## src/rtl/axi_llc_tag_bist_cmp.sv

```systemverilog
// Tag BIST comparator: delays the generator's expected pattern by the SRAM read latency and
// checks every way's read data against it. Optional failure log enabled by AXI_LLC_BIST_FAIL_LOG_EN.

package axi_llc_pkg;

    typedef struct packed {
        int unsigned SetAssociativity;
        int unsigned IndexLength;
    } llc_cfg_t;

endpackage

module axi_llc_tag_bist_cmp #(
    parameter axi_llc_pkg::llc_cfg_t Cfg = '{SetAssociativity: 32'd4, IndexLength: 32'd8},
    parameter type pattern_t             = logic [7:0],
    parameter type way_ind_t             = logic [Cfg.SetAssociativity-1:0],
    parameter type index_t               = logic [Cfg.IndexLength-1:0],
    parameter int unsigned RamLatency    = 1,
    parameter int unsigned ErrCntWidth   = 8
) (
    input  logic                                          clk_i,
    input  logic                                          rst_i,
    input  logic                                          req_i,
    input  logic                                          we_i,
    input  logic [$bits(index_t)-1:0]                     index_i,
    input  logic [$bits(pattern_t)-1:0]                   pattern_i,
    input  logic [Cfg.SetAssociativity*$bits(pattern_t)-1:0] ram_rdata_i,
    input  logic                                          clear_i,
    output logic [Cfg.SetAssociativity-1:0]               bist_res_o,
    output logic                                          bist_res_valid_o,
    output logic                                          inflight_o,
    output logic                                          fail_o,
    output logic [$bits(index_t)-1:0]                     fail_index_o,
    output logic [Cfg.SetAssociativity-1:0]               fail_way_o,
    output logic [ErrCntWidth-1:0]                        err_cnt_o
);

    localparam int unsigned Ways  = Cfg.SetAssociativity;
    localparam int unsigned PatW  = $bits(pattern_t);
    localparam int unsigned IdxW  = $bits(index_t);
    localparam int unsigned Last  = RamLatency - 1;

    logic [RamLatency-1:0] stage_valid_q;
    logic [PatW-1:0]       stage_pattern_q [RamLatency];
    logic [IdxW-1:0]       stage_index_q   [RamLatency];

    logic [Ways-1:0]       way_match;
    logic                  fail_event;

    // Only the valid bits need a reset: stale data behind a cleared valid is never compared.
    always_ff @(posedge clk_i) begin
        if (rst_i) begin
            stage_valid_q <= '0;
        end else begin
            stage_valid_q[0] <= req_i & ~we_i;
            for (int s = 1; s < int'(RamLatency); s++) begin
                stage_valid_q[s] <= stage_valid_q[s-1];
            end
        end
    end

    always_ff @(posedge clk_i) begin
        stage_pattern_q[0] <= pattern_i;
        stage_index_q[0]   <= index_i;
        for (int s = 1; s < int'(RamLatency); s++) begin
            stage_pattern_q[s] <= stage_pattern_q[s-1];
            stage_index_q[s]   <= stage_index_q[s-1];
        end
    end

    // The result is combinational from the read data so the generator sees the final
    // result in the same cycle the data returns.
    always_comb begin
        way_match = '0;
        for (int w = 0; w < int'(Ways); w++) begin
            way_match[w] = (ram_rdata_i[w*PatW +: PatW] == stage_pattern_q[Last]);
        end
    end

    assign bist_res_valid_o = stage_valid_q[Last];
    assign bist_res_o       = bist_res_valid_o ? way_match : '1;
    assign inflight_o       = |stage_valid_q;
    assign fail_event       = bist_res_valid_o & ~(&bist_res_o);

`ifdef AXI_LLC_BIST_FAIL_LOG_EN

    logic                   fail_q;
    logic [IdxW-1:0]        fail_index_q;
    logic [Ways-1:0]        fail_way_q;
    logic [ErrCntWidth-1:0] err_cnt_q;

    // clear wins over a same-cycle failure; only the first failure is captured,
    // while every failure bumps the saturating counter.
    always_ff @(posedge clk_i) begin
        if (rst_i || clear_i) begin
            fail_q       <= 1'b0;
            fail_index_q <= '0;
            fail_way_q   <= '0;
            err_cnt_q    <= '0;
        end else if (fail_event) begin
            if (!fail_q) begin
                fail_q       <= 1'b1;
                fail_index_q <= stage_index_q[Last];
                fail_way_q   <= ~bist_res_o;
            end
            if (err_cnt_q != '1) begin
                err_cnt_q <= err_cnt_q + 1'b1;
            end
        end
    end

    assign fail_o       = fail_q;
    assign fail_index_o = fail_index_q;
    assign fail_way_o   = fail_way_q;
    assign err_cnt_o    = err_cnt_q;

`else

    logic unused_log_inputs;
    assign unused_log_inputs = clear_i ^ fail_event ^ (^stage_index_q[Last]);

    assign fail_o       = 1'b0;
    assign fail_index_o = '0;
    assign fail_way_o   = '0;
    assign err_cnt_o    = '0;

`endif

endmodule

```

## config.mk

```make
export PLATFORM = sky130hd
export DESIGN_NAME = axi_llc_tag_bist_cmp
export DESIGN_NICKNAME = d
export VERILOG_FILES = /design/src/rtl/axi_llc_tag_bist_cmp.sv
export SDC_FILE = /design/constraint.sdc
export NUM_CORES = 1
export LEC_CHECK = 0
export CORE_MARGIN = 5
export CORE_UTILIZATION = 29
export DETAILED_ROUTE_END_ITERATION = 8
export PLACE_DENSITY = 0.81
export RECOVER_POWER = 100
export SYNTH_ARGS = -nofsm -noshare
export SYNTH_HDL_FRONTEND = slang
export SYNTH_SLANG_ARGS = --single-unit
```

## constraint.sdc

```tcl
create_clock -name clk_i -period 1.25 [get_ports clk_i]
set_input_delay 0.25 -clock clk_i [delete_from_list [all_inputs] [get_ports clk_i]]
set_output_delay 0.25 -clock clk_i [all_outputs]
set_load 0.005 [all_outputs]
```

==> run_1/zoom.png <==
Bar = 10 um. Window x 0 to 40, y 0 to 40 um. Cells in grey, sequential cells in the stronger grey; small squares are vias.
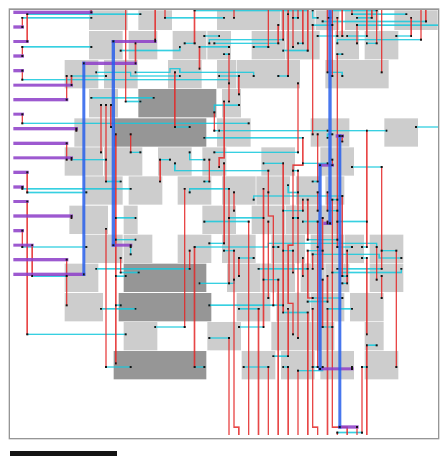
met1 -> cyan
met2 -> red
met3 -> purple
met4 -> blue
netlist names of flops here include = stage_pattern_q (4), bist_res_valid_o (1)
sequential cells in the window = 5
most frequent = dlygate4sd2_1 (23), xnor2_1 (19), nand4_1 (7)
cells with their middle in the window = 79

==> run_1/metal_stack.png <==
Bar = 20 um.
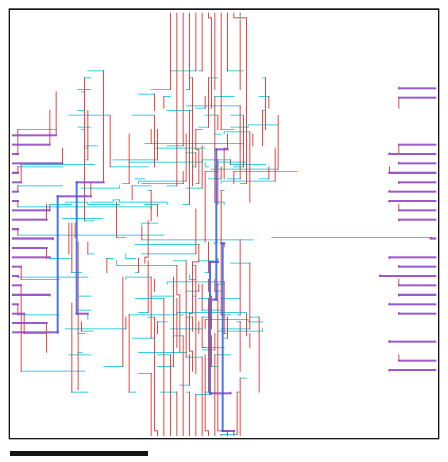
met3 -> purple  # wire length 214 um
met1 -> cyan  # wire length 581 um
met4 -> blue  # wire length 107 um
met2 -> red  # wire length 977 um
average detailed-routed wire length per instance: 11.9 um
combined global-route utilization of all metal layers: 0.0951
Via Count: 651
routed wire length: 1.88 mm

==> run_1/final_congestion.png <==
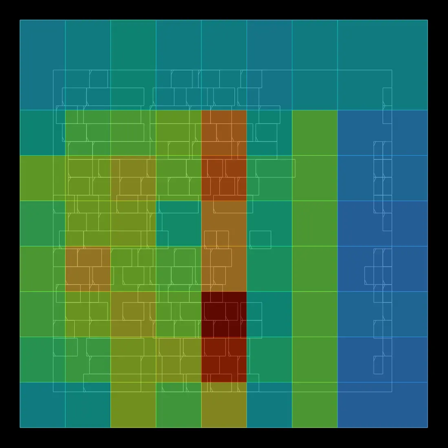
met1 GRT Util: 0.0867
met3 track demand over resource in global routing: 0.00826
layer with the highest usage after global routing: met2
post-layout utilization of the core: 0.477

==> metrics.log, run 1 <==
[flow] collecting metrics
[metrics] Maximum Capacitance Violations: 0
[metrics] die width: 62.0 um
[metrics] Signal inverters: 0
[metrics] number of setup buffers added after CTS: 0
[metrics] register share of the cell area: 0.173
[metrics] share of the cycle needed by the critical path after routing: 1.14
[metrics] power per cell area: 666 nW/um^2
[metrics] area post-placement: 1140 um^2
[metrics] biggest power consumer among the groups: registers
[metrics] # resized after CTS: 66
[metrics] post-route worst hold slack: 0.536 ns
[metrics] Placement Rows: 18
[metrics] multi-input gates: 66
[metrics] quantity of hold-fixing buffers added after cts: 0
[metrics] cell with the largest stage delay on the worst path: dfxtp_4
[metrics] startpoint class of the critical path: register
[metrics] unrepaired setup endpoints after global routing: yes
[metrics] sequential area share after synthesis: 0.230
[metrics] capturing element of the worst setup path: bist_res_o[1]
[metrics] count of sequential standard cells: 9
[metrics] VDD IR-drop max: 0.000522 V
[metrics] critical path arrival: 1.18 ns
[metrics] chip area in the Yosys report: 785 um^2
[metrics] power drawn by the clock network: 215 uW
[metrics] XOR/XNOR Fraction of Synth Area: 0.357
[metrics] final setup vio count: 4
[metrics] run status: complete, but fails checks
[metrics] post-placement setup slack: -0.669 ns
[metrics] dominant synthesized flop cell: dfxtp_1
[metrics] share of layout cells above drive strength 1: 0.188
[metrics] clock buffer count in the final layout: 4
[metrics] comb pwr: 260 uW
[metrics] Worst Hold Endpoint: stage_pattern_q[0][0]
[metrics] aggregate negative setup slack: -0.617 ns
[metrics] RePlAce Congestion: 0.708
[metrics] switching power of the nets: 212 uW
[metrics] post-synth top area cell: xnor2_1
[metrics] Remaining DRCs: 0
[metrics] top cell types by occurrence after synthesis: 32 x xnor2_1, 22 x buf_4, 9 x dfxtp_1, 8 x nand4_1, 6 x buf_6
[metrics] share of the synthesized area in the top cell type: 0.357
[metrics] met2 GRT Util: 0.176
[metrics] core area: 2520 um^2
[metrics] final non-filler cell area: 1200 um^2
[metrics] commonest non-fill, non-tap cells in the layout: 34 x dlygate4sd2_1, 23 x xnor2_1, 21 x conb_1, 9 x xnor2_2, 9 x dlygate4sd3_1
[metrics] Filler Cell Count: 252
[metrics] internal power contribution: 590 uW
[metrics] total clock buffers created by CTS: 3
[metrics] final setup margin: -0.175 ns
[metrics] power attributed to sequential cells: 327 uW
[metrics] top layer reached by signal wires: met4
[metrics] clock tree cell share of total cell area: 0.0218
[metrics] top logic cell by instance count in the layout: dlygate4sd2_1
[metrics] violated checks: setup timing
[metrics] post-synthesis instance area: 785 um^2
[metrics] Largest register FFs: 8
[metrics] CP cell instances: xnor2_1, nand4_1, o21ai_1, buf_2
[metrics] area fraction in compound gates: 0.0255
[metrics] Largest Register: stage_pattern_q
[metrics] type of the tightest min-delay check: in2reg
[metrics] clk root buf: clkbuf_4
[metrics] Yosys warnings: 0
[metrics] layout-stage area growth over the synthesis result: 53.4%
[metrics] final count of hold timing violations: 0
[metrics] Crit. Startpoint: stage_pattern_q[0][6]
[metrics] flip-flops with a built-in enable: 0
[metrics] count of buffer and inverter cells on the critical path: 1
[metrics] clock group share of total power: 0.268
[metrics] deepest clock path buffer count: 2
[metrics] pin count of the biggest net entering global routing: 7
==> run_1/pins.png <==
Pins as bars across the die edge, other pins in grey.
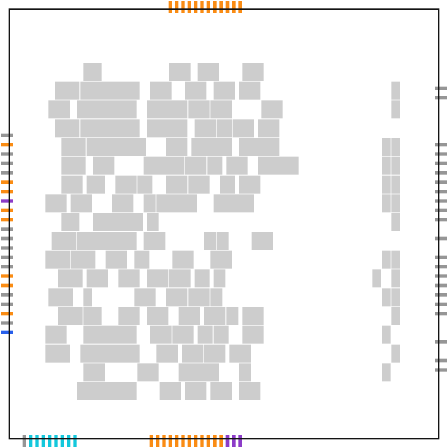

## Run 2: what changed since run 1
--- a/config.mk
+++ b/config.mk
@@ -8,5 +8,5 @@
 export CORE_MARGIN = 5
-export CORE_UTILIZATION = 29
+export CORE_UTILIZATION = 31
 export DETAILED_ROUTE_END_ITERATION = 8
-export PLACE_DENSITY = 0.81
+export PLACE_DENSITY = 0.85
 export RECOVER_POWER = 100
==> constraint.sdc (replaced) <==
create_clock -name clk_i -period 1.7 [get_ports clk_i]
set_input_delay 0.425 -clock clk_i [delete_from_list [all_inputs] [get_ports clk_i]]
set_output_delay 0.425 -clock clk_i [all_outputs]
set_load 0.005 [all_outputs]
==> run_2/pins.png <==
Pins as bars across the die edge, other pins in grey.
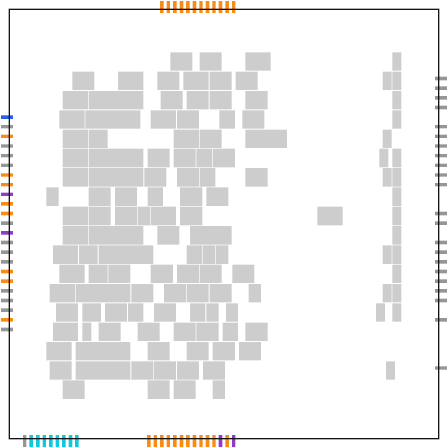
index_i -> cyan  # pins 8, direction input, edge bottom
ram_rdata_i -> orange  # pins 32, direction input, edge 12 top, 12 bottom, 8 left
bist_res_o -> purple  # pins 4, direction output, edge 2 bottom, 2 left
clk_i -> blue  # pins 1, direction input, edge left
all pins by edge = 23 bottom, 23 left, 22 right, 12 top
die outline height: 60.3 um
die width: 60.3 um
# port buffers: 49

==> metrics.log, run 2 <==
[flow] collecting metrics
[metrics] number of setup buffers added after CTS: 0 (unchanged)
[metrics] async set-or-reset flop fraction in the synthesized netlist: 0
[metrics] internal power contribution: 433 uW (-27%)
[metrics] area fraction in mux cells: 0
[metrics] capturing element of the worst setup path: bist_res_o[2]
[metrics] clock group share of total power: 0.264 (-0.004)
[metrics] post-detailed-route via-to-cell ratio: 3.99
[metrics] area post-placement: 1140 um^2 (unchanged)
[metrics] # resized after CTS: 49 (-26%)
[metrics] layer with the highest usage after global routing: met2
[metrics] switching power of the nets: 145 uW (-32%)
[metrics] Log Warnings: 35
[metrics] register share of the cell area: 0.167 (-0.00534)
[metrics] number of non-clock buffers: 49
[metrics] dominant synthesized flop cell: dfxtp_1
[metrics] multi-input gates: 66 (unchanged)
[metrics] Largest register FFs: 8 (unchanged)
[metrics] clk root buf: clkbuf_4
[metrics] sequential area share after synthesis: 0.230 (unchanged)
[metrics] Yosys warnings: 0 (unchanged)
[metrics] final setup margin: 0.0278 ns (+0.203 ns)
[metrics] non-clock buffer contribution to total cell area: 0.383
[metrics] biggest power consumer among the groups: registers
[metrics] total clock buffers created by CTS: 3 (unchanged)
[metrics] final setup vio count: 0 (-4)
[metrics] Signal inverters: 0 (unchanged)
[metrics] post-synthesis instance area: 785 um^2 (unchanged)
[metrics] final count of hold timing violations: 0 (unchanged)
[metrics] Stages on worst setup path: 5
[metrics] startpoint of the most critical hold path: rst_i
[metrics] residual overflow from global routing: 0
[metrics] clock tree cell share of total cell area: 0.0230 (+0.00112)
[metrics] count of sequential standard cells: 9 (unchanged)
[metrics] antenna-violating nets left: 0
[metrics] VDD IR-drop max: 0.000409 V (-22%)
[metrics] Final Critical Period: 1.67 ns
[metrics] startpoint class of the critical path: primary input
[metrics] routed wire length: 1.85 mm (-1.3%)
[metrics] comb pwr: 180 uW (-31%)
[metrics] Synthesized registers: 9
[metrics] H-tree depth reported by CTS: 1
[metrics] area fraction in compound gates: 0.0255 (unchanged)
[metrics] average detailed-routed wire length per instance: 11.7 um (-1.3%)
[metrics] post-route worst hold slack: 0.704 ns (+0.168 ns)
[metrics] quantity of hold-fixing buffers added after cts: 0 (unchanged)
[metrics] post-synth top area cell: xnor2_1
[metrics] flip-flops with a built-in enable: 0 (unchanged)
[metrics] largest cell class by area: logic gates
[metrics] critical path fanouts, max: 1
[metrics] met2 GRT Util: 0.201 (+0.0246)
[metrics] number of global-route vias before repair: 669
[metrics] detailed-routed wire length on met2: 1.01 mm
[metrics] maximum operating frequency: 598 MHz
[metrics] deepest clock path buffer count: 2 (unchanged)
[metrics] commonest non-fill, non-tap cells in the layout: 30 x xnor2_1, 26 x dlygate4sd2_1, 21 x conb_1, 9 x dfxtp_2, 9 x dlygate4sd3_1
[metrics] Reg clk slew, reported paths: 0.05 ns
[metrics] share of the final layout cell area in multi-input gates: 0.395
[metrics] Filler Cell Count: 252 (unchanged)
[metrics] Placement Rows: 18 (unchanged)
[metrics] critical path arrival: 1.25 ns (+0.07 ns)
[metrics] type of the tightest min-delay check: in2reg
[metrics] top layer reached by signal wires: met4
[metrics] chip area in the Yosys report: 785 um^2 (unchanged)
[metrics] post-placement setup slack: -0.569 ns (+0.0993 ns)
[metrics] share of layout cells above drive strength 1: 0.141 (-0.0469)
[metrics] met1 layer wirelength in the final routing: 486 um
[metrics] top cell types by occurrence after synthesis: 32 x xnor2_1, 22 x buf_4, 9 x dfxtp_1, 8 x nand4_1, 6 x buf_6
[metrics] pin count of the biggest net entering global routing: 7 (unchanged)
[metrics] starting utilization of the core area: 0.320
[metrics] Dominant combinational family: XOR/XNOR gates
[metrics] Maximum Capacitance Violations: 0 (unchanged)
[metrics] data required time of the critical path: 1.27 ns
[metrics] distinct lib cells: 9
[metrics] power attributed to sequential cells: 245 uW (-25%)
[metrics] post-layout utilization of the core: 0.466 (-0.0108)
[metrics] # nets final: 182
[metrics] final non-filler cell area: 1140 um^2 (-4.9%)
[metrics] unrepaired setup endpoints after global routing: no
[metrics] number of tap instances: 30
[metrics] CP cell instances: dlygate4sd2_1, xnor2_1, nand4_1, o21ai_1, buf_2
[metrics] cell with the largest stage delay on the worst path: dlygate4sd2_1
[metrics] core area: 2450 um^2 (-2.7%)
[metrics] wire length of the first global-routing pass: 2.80 mm
[metrics] multi-input gate area in the final layout: 452 um^2
[metrics] power after layout: 577 uW
[metrics] final cell count without fillers: 158
[metrics] Largest Register: stage_pattern_q
[metrics] power drawn by the clock network: 153 uW (-29%)
[metrics] Remaining DRCs: 0 (unchanged)
[metrics] met3 track demand over resource in global routing: 0.0389 (+0.0306)
[metrics] count of buffer and inverter cells on the critical path: 2 (+1)
[metrics] top logic cell by instance count in the layout: xnor2_1
[metrics] met1 GRT Util: 0.0909 (+0.00417)
[metrics] power per cell area: 504 nW/um^2 (-24%)
[metrics] share of the synthesized area in the top cell type: 0.357 (unchanged)
[metrics] clock buffer count in the final layout: 4 (unchanged)
[metrics] post-synthesis simple-gate area fraction: 0.0734
[metrics] top-count cell post-synth: xnor2_1
[metrics] combined global-route utilization of all metal layers: 0.108 (+0.0134)
[metrics] Final Slew Violations: 0
[metrics] wire length on met3: 285 um
[metrics] share of the cycle needed by the critical path after routing: 0.984
[metrics] Crit. Startpoint: ram_rdata_i[16]
[metrics] logic gate share of total power: 0.311
[metrics] Leakage Power: 0.471 nW
[metrics] Worst Hold Endpoint: bist_res_valid_o
[metrics] XOR/XNOR Fraction of Synth Area: 0.357 (unchanged)
[metrics] layout-stage area growth over the synthesis result: 45.9%
[metrics] Largest cells by area: xnor2_1 36%, dfxtp_1 23%, buf_4 21%
[metrics] run status: completed
[metrics] RePlAce Congestion: 0.626 (-12%)
[metrics] Via Count: 631 (-3.1%)
[metrics] aggregate negative setup slack: 0 ns (+0.617 ns)
[metrics] total inserted antenna cells: 0
Power figures rest on the tool's default switching activity, not on a simulated workload.
